<file path="src/rtl/uart_tx_arbiter.sv">
// Round-robin arbiter that shares one uart_top transmitter among N_REQ byte producers.
// Define UART_ARB_FIXED_PRIO_EN for fixed priority (lowest index wins) instead of round-robin.
module uart_tx_arbiter #(
  parameter int N_REQ = 4,
  parameter int GAP   = 2
) (
  input  logic               clk,
  input  logic               reset,
  input  logic [N_REQ-1:0]   req,
  input  logic [8*N_REQ-1:0] req_data,
  input  logic               cfg_parity_sel,
  input  logic               cfg_stop_sel,
  input  logic [11:0]        cfg_baud_divisor,
  output logic [N_REQ-1:0]   gnt,
  output logic [2:0]         owner,
  output logic               busy,
  output logic               valid_in,
  output logic [7:0]         data_in,
  output logic               parity_sel,
  output logic               stop_sel,
  output logic [11:0]        baud_divisor
);

  typedef enum logic [1:0] {
    ST_IDLE,
    ST_LOAD,
    ST_FRAME,
    ST_GAP
  } state_t;

  state_t state, state_next;

  logic [7:0]       req_pad;
  logic [63:0]      data_pad;
  logic [2:0]       winner;
  logic             found;

  logic [3:0]       frame_bits;
  logic [11:0]      bit_cycles;
  logic             bit_last;
  logic             frame_last;
  logic             gap_last;

  logic [3:0]       bit_cnt, bit_cnt_next;
  logic [11:0]      cyc_cnt, cyc_cnt_next;
  logic [3:0]       gap_cnt, gap_cnt_next;

  logic [N_REQ-1:0] gnt_next;
  logic [2:0]       owner_next;
  logic             busy_next;
  logic             valid_next;
  logic [7:0]       data_next;
  logic             parity_next;
  logic             stop_next;
  logic [11:0]      baud_next;

  // Pad to the 8-requester maximum so every select uses an exact-width index.
  assign req_pad  = 8'(req);
  assign data_pad = 64'(req_data);

`ifdef UART_ARB_FIXED_PRIO_EN
  always_comb begin
    winner = 3'd0;
    found  = 1'b0;
    for (int i = 7; i >= 0; i--) begin
      if (req_pad[3'(i)]) begin
        winner = 3'(i);
        found  = 1'b1;
      end
    end
  end
`else
  logic [2:0] rr, rr_next;
  logic [3:0] idx;

  // Cyclic search starting at rr; the first set request wins.
  always_comb begin
    winner = 3'd0;
    found  = 1'b0;
    idx    = 4'd0;
    for (int i = 0; i < N_REQ; i++) begin
      idx = {1'b0, rr} + 4'(i);
      if (idx >= 4'(N_REQ)) idx = idx - 4'(N_REQ);
      if (!found && req_pad[idx[2:0]]) begin
        winner = idx[2:0];
        found  = 1'b1;
      end
    end
  end

  always_comb begin
    rr_next = rr;
    if (state == ST_IDLE && found)
      rr_next = (winner == 3'(N_REQ - 1)) ? 3'd0 : winner + 3'd1;
  end

  always_ff @(posedge clk or negedge reset) begin
    if (!reset) rr <= 3'd0;
    else        rr <= rr_next;
  end
`endif

  // Frame timing derives from the latched configuration, never from cfg_* directly.
  assign frame_bits = 4'd10 + {3'b000, parity_sel} + {3'b000, stop_sel};
  assign bit_cycles = (baud_divisor == 12'd0) ? 12'd1 : baud_divisor;
  assign bit_last   = (cyc_cnt == bit_cycles - 12'd1);
  assign frame_last = bit_last && (bit_cnt == frame_bits - 4'd1);
  assign gap_last   = (gap_cnt == 4'(GAP - 1));

  always_comb begin
    state_next   = state;
    bit_cnt_next = bit_cnt;
    cyc_cnt_next = cyc_cnt;
    gap_cnt_next = gap_cnt;
    gnt_next     = '0;
    valid_next   = 1'b0;
    owner_next   = owner;
    data_next    = data_in;
    parity_next  = parity_sel;
    stop_next    = stop_sel;
    baud_next    = baud_divisor;

    case (state)
      ST_IDLE: begin
        if (found) begin
          state_next  = ST_LOAD;
          valid_next  = 1'b1;
          owner_next  = winner;
          data_next   = data_pad[{winner, 3'b000} +: 8];
          parity_next = cfg_parity_sel;
          stop_next   = cfg_stop_sel;
          baud_next   = cfg_baud_divisor;
          for (int i = 0; i < N_REQ; i++) gnt_next[i] = (winner == 3'(i));
        end
      end
      ST_LOAD: begin
        state_next   = ST_FRAME;
        bit_cnt_next = 4'd0;
        cyc_cnt_next = 12'd0;
      end
      ST_FRAME: begin
        if (bit_last) begin
          cyc_cnt_next = 12'd0;
          if (frame_last) begin
            state_next   = (GAP == 0) ? ST_IDLE : ST_GAP;
            gap_cnt_next = 4'd0;
          end else begin
            bit_cnt_next = bit_cnt + 4'd1;
          end
        end else begin
          cyc_cnt_next = cyc_cnt + 12'd1;
        end
      end
      ST_GAP: begin
        if (gap_last) state_next = ST_IDLE;
        else          gap_cnt_next = gap_cnt + 4'd1;
      end
      default: state_next = ST_IDLE;
    endcase

    busy_next = (state_next != ST_IDLE);
  end

  always_ff @(posedge clk or negedge reset) begin
    if (!reset) begin
      state        <= ST_IDLE;
      bit_cnt      <= 4'd0;
      cyc_cnt      <= 12'd0;
      gap_cnt      <= 4'd0;
      gnt          <= '0;
      owner        <= 3'd0;
      busy         <= 1'b0;
      valid_in     <= 1'b0;
      data_in      <= 8'd0;
      parity_sel   <= 1'b0;
      stop_sel     <= 1'b0;
      baud_divisor <= 12'd0;
    end else begin
      state        <= state_next;
      bit_cnt      <= bit_cnt_next;
      cyc_cnt      <= cyc_cnt_next;
      gap_cnt      <= gap_cnt_next;
      gnt          <= gnt_next;
      owner        <= owner_next;
      busy         <= busy_next;
      valid_in     <= valid_next;
      data_in      <= data_next;
      parity_sel   <= parity_next;
      stop_sel     <= stop_next;
      baud_divisor <= baud_next;
    end
  end

endmodule

</file>
<file path="config.mk">
export PLATFORM = sky130hd
export DESIGN_NAME = uart_tx_arbiter
export DESIGN_NICKNAME = d
export VERILOG_FILES = /design/src/rtl/uart_tx_arbiter.sv
export SDC_FILE = /design/constraint.sdc
export NUM_CORES = 1
export LEC_CHECK = 0
export CORE_ASPECT_RATIO = 0.75
export CORE_UTILIZATION = 53
export CTS_BUF_LIST = sky130_fd_sc_hd__clkbuf_2
export CTS_CLUSTER_DIAMETER = 80
export DETAILED_ROUTE_END_ITERATION = 8
export HOLD_SLACK_MARGIN = 0.05
export PLACE_DENSITY = 0.82
export SLEW_MARGIN = 25
export SYNTH_ARGS = -nofsm -noshare
export SYNTH_HDL_FRONTEND = slang
export SYNTH_SLANG_ARGS = --single-unit
</file>
<file path="constraint.sdc">
create_clock -name clk -period 4.7 [get_ports clk]
set_input_delay 0.47 -clock clk [delete_from_list [all_inputs] [get_ports clk]]
set_output_delay 0.47 -clock clk [all_outputs]
set_load 0.03 [all_outputs]
</file>
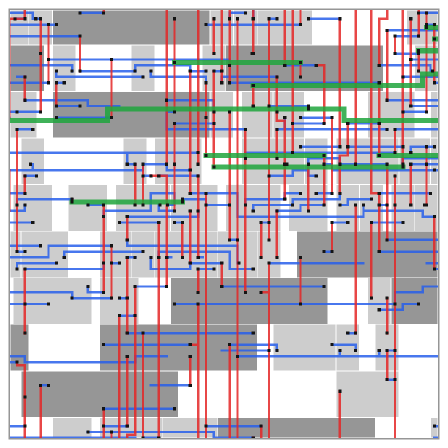
Figure 1: layout detail.
Window x 38 to 63, y 26 to 51 um. Cells in grey, sequential cells in the stronger grey; small squares are vias.
metal 1: shown in blue. metal 3: shown in green. metal 2: shown in red.
Most frequent: nand2_1 (13), dfrtp_1 (7). Sequential cells in the window: 7. 51 logic cells have their middle in the window. Netlist names of flops here include baud_divisor (2), cyc_cnt (2), gap_cnt (2).

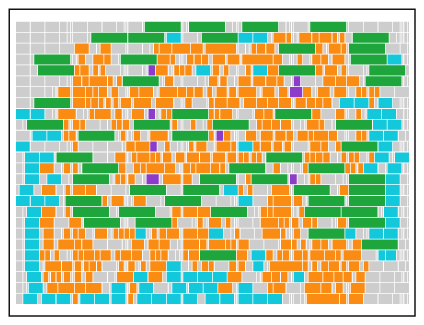
Figure 2: placed cells, one colour a class.
(4 px per um) Fill, decap, tap and diode cells in grey.
flops: shown in green, cells 56, share of their area 30%. clock drivers and dummy loads: shown in purple, cells 8, share of their area 1.0%. combinational and other logic: shown in orange, cells 381, share of their area 51%. other buffers and delay cells: shown in cyan, cells 87, share of their area 18%.

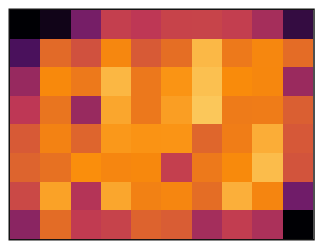
Figure 3: placement density heat map.
(3 px per um) 10 x 8 tiles, from black (low) to pale yellow (high), 0 to 100% covered.
The mean over all tiles is 61%. 20% of the tiles are over 75% full. 2.5% of the tiles are nearly empty. The fullest tile reaches 88%. The densest ninth of the die: centre.

==> summary.txt <==
Physical implementation status

TritonCTS created 5 clock buffers. On the final layout, the worst hold slack is 75.6 ps. The combinational power stands at 2.07 mW. At the pin with the least slew margin, the transition time is 859 ps.

The net switching power in the latest report is 1.58 mW. The most common logic cells in the final layout are 81 x sky130_fd_sc_hd__clkdlybuf4s50_1, 65 x sky130_fd_sc_hd__nand2_1, 56 x sky130_fd_sc_hd__dfrtp_1. The inverter count stands at 23.

Once synthesis finished, the tally of register bits stood at 56. The design has 56 sequential cells. STA lists the maximum fanout along the critical path as 37. Using the TritonRoute via totals, the vias-per-cell ratio works out to 5.94. The vertical die dimension reported for this design is 76.3 um. The fraction of cell area in sequential cells is reported as 29.0%.

The worst setup path is captured at a register. The fraction of synthesis flops using an asynchronous set or reset pin stands at 100%. The run finished with clean final reports. The share of power burned in the clock network stands at 6.5%.

The endpoint arrival time on the critical path stands at 4180 ps. The worst clock skew on the final layout stands at 6.71 ps. Adding up every negative setup slack in the final design gives 0 ps.

The fraction of area in clock buffers and inverters stands at 0.984%. The fraction of the cycle the final worst path needs stands at 80.4%. Routability-driven placement finished with a final weighted congestion of 0.957.

The max-capacitance violation count stands at 0. The HPWL after detailed placement is 7.24 mm. The worst-skew pair later-pin latency stands at 460 ps.

The cts-stage hold buffer count stands at 0. The largest stage delay on the critical path stands at 630 ps. The final critical-path required period stands at 3780 ps.
-- cells in the mapped netlist (all sizes together) (11+ instances only) --
| library cell | number | area (um^2) |
|---|---|---|
| nand3 | 18 | 90.1 |
| o211ai | 12 | 90.1 |
| clkbuf | 16 | 60.1 |
| ha | 16 | 200 |
| inv | 22 | 82.6 |
| nor2 | 49 | 184 |
| nor3 | 15 | 75.1 |
| dfrtp | 56 | 1400 |
| xnor2 | 11 | 96.3 |
| o21ai | 25 | 125 |
| nand2 | 65 | 244 |
| mux2i | 14 | 140 |
-- final timing paths --
kind / start / endpoint / slack [ps] / cells after the start
worst max-delay path: rr[0]$_DFFE_PN0P_ / rr[0]$_DFFE_PN0P_ / 920 / 12
worst min-delay path: reset / rr[2]$_DFFE_PN0P_ / 80 / 2
worst max register to register: rr[0]$_DFFE_PN0P_ / rr[0]$_DFFE_PN0P_ / 920 / 12
worst min register to register: owner[0]$_DFFE_PN0P_ / owner[0]$_DFFE_PN0P_ / 540 / 2
max in group asynchronous: reset / owner[1]$_DFFE_PN0P_ / 4180 / 2
min in group clk: cfg_baud_divisor[10] / baud_divisor[10]$_DFFE_PN0P_ / 490 / 3
-- metal layers --
layer	wire length [um]	GRT usage [%]	vias up	share of wire [%]
met5	0	0	-	0
met4	88	6.52	0	0.90
met3	700	3.85	13	7.1
met2	4430	41.0	184	45
met1	4610	38.3	1747	47
li1	-	-	1798	-
-- flip-flops by register name, summed over array words and instances, names as in the netlist --
signal / cells
stop_sel: 1
gnt: 4
busy: 1
cyc_cnt: 12
parity_sel: 1
owner: 3
rr: 3
valid_in: 1
state: 2
bit_cnt: 4
baud_divisor: 12
data_in: 8
gap_cnt: 4
Power and IR drop assume default switching activity.
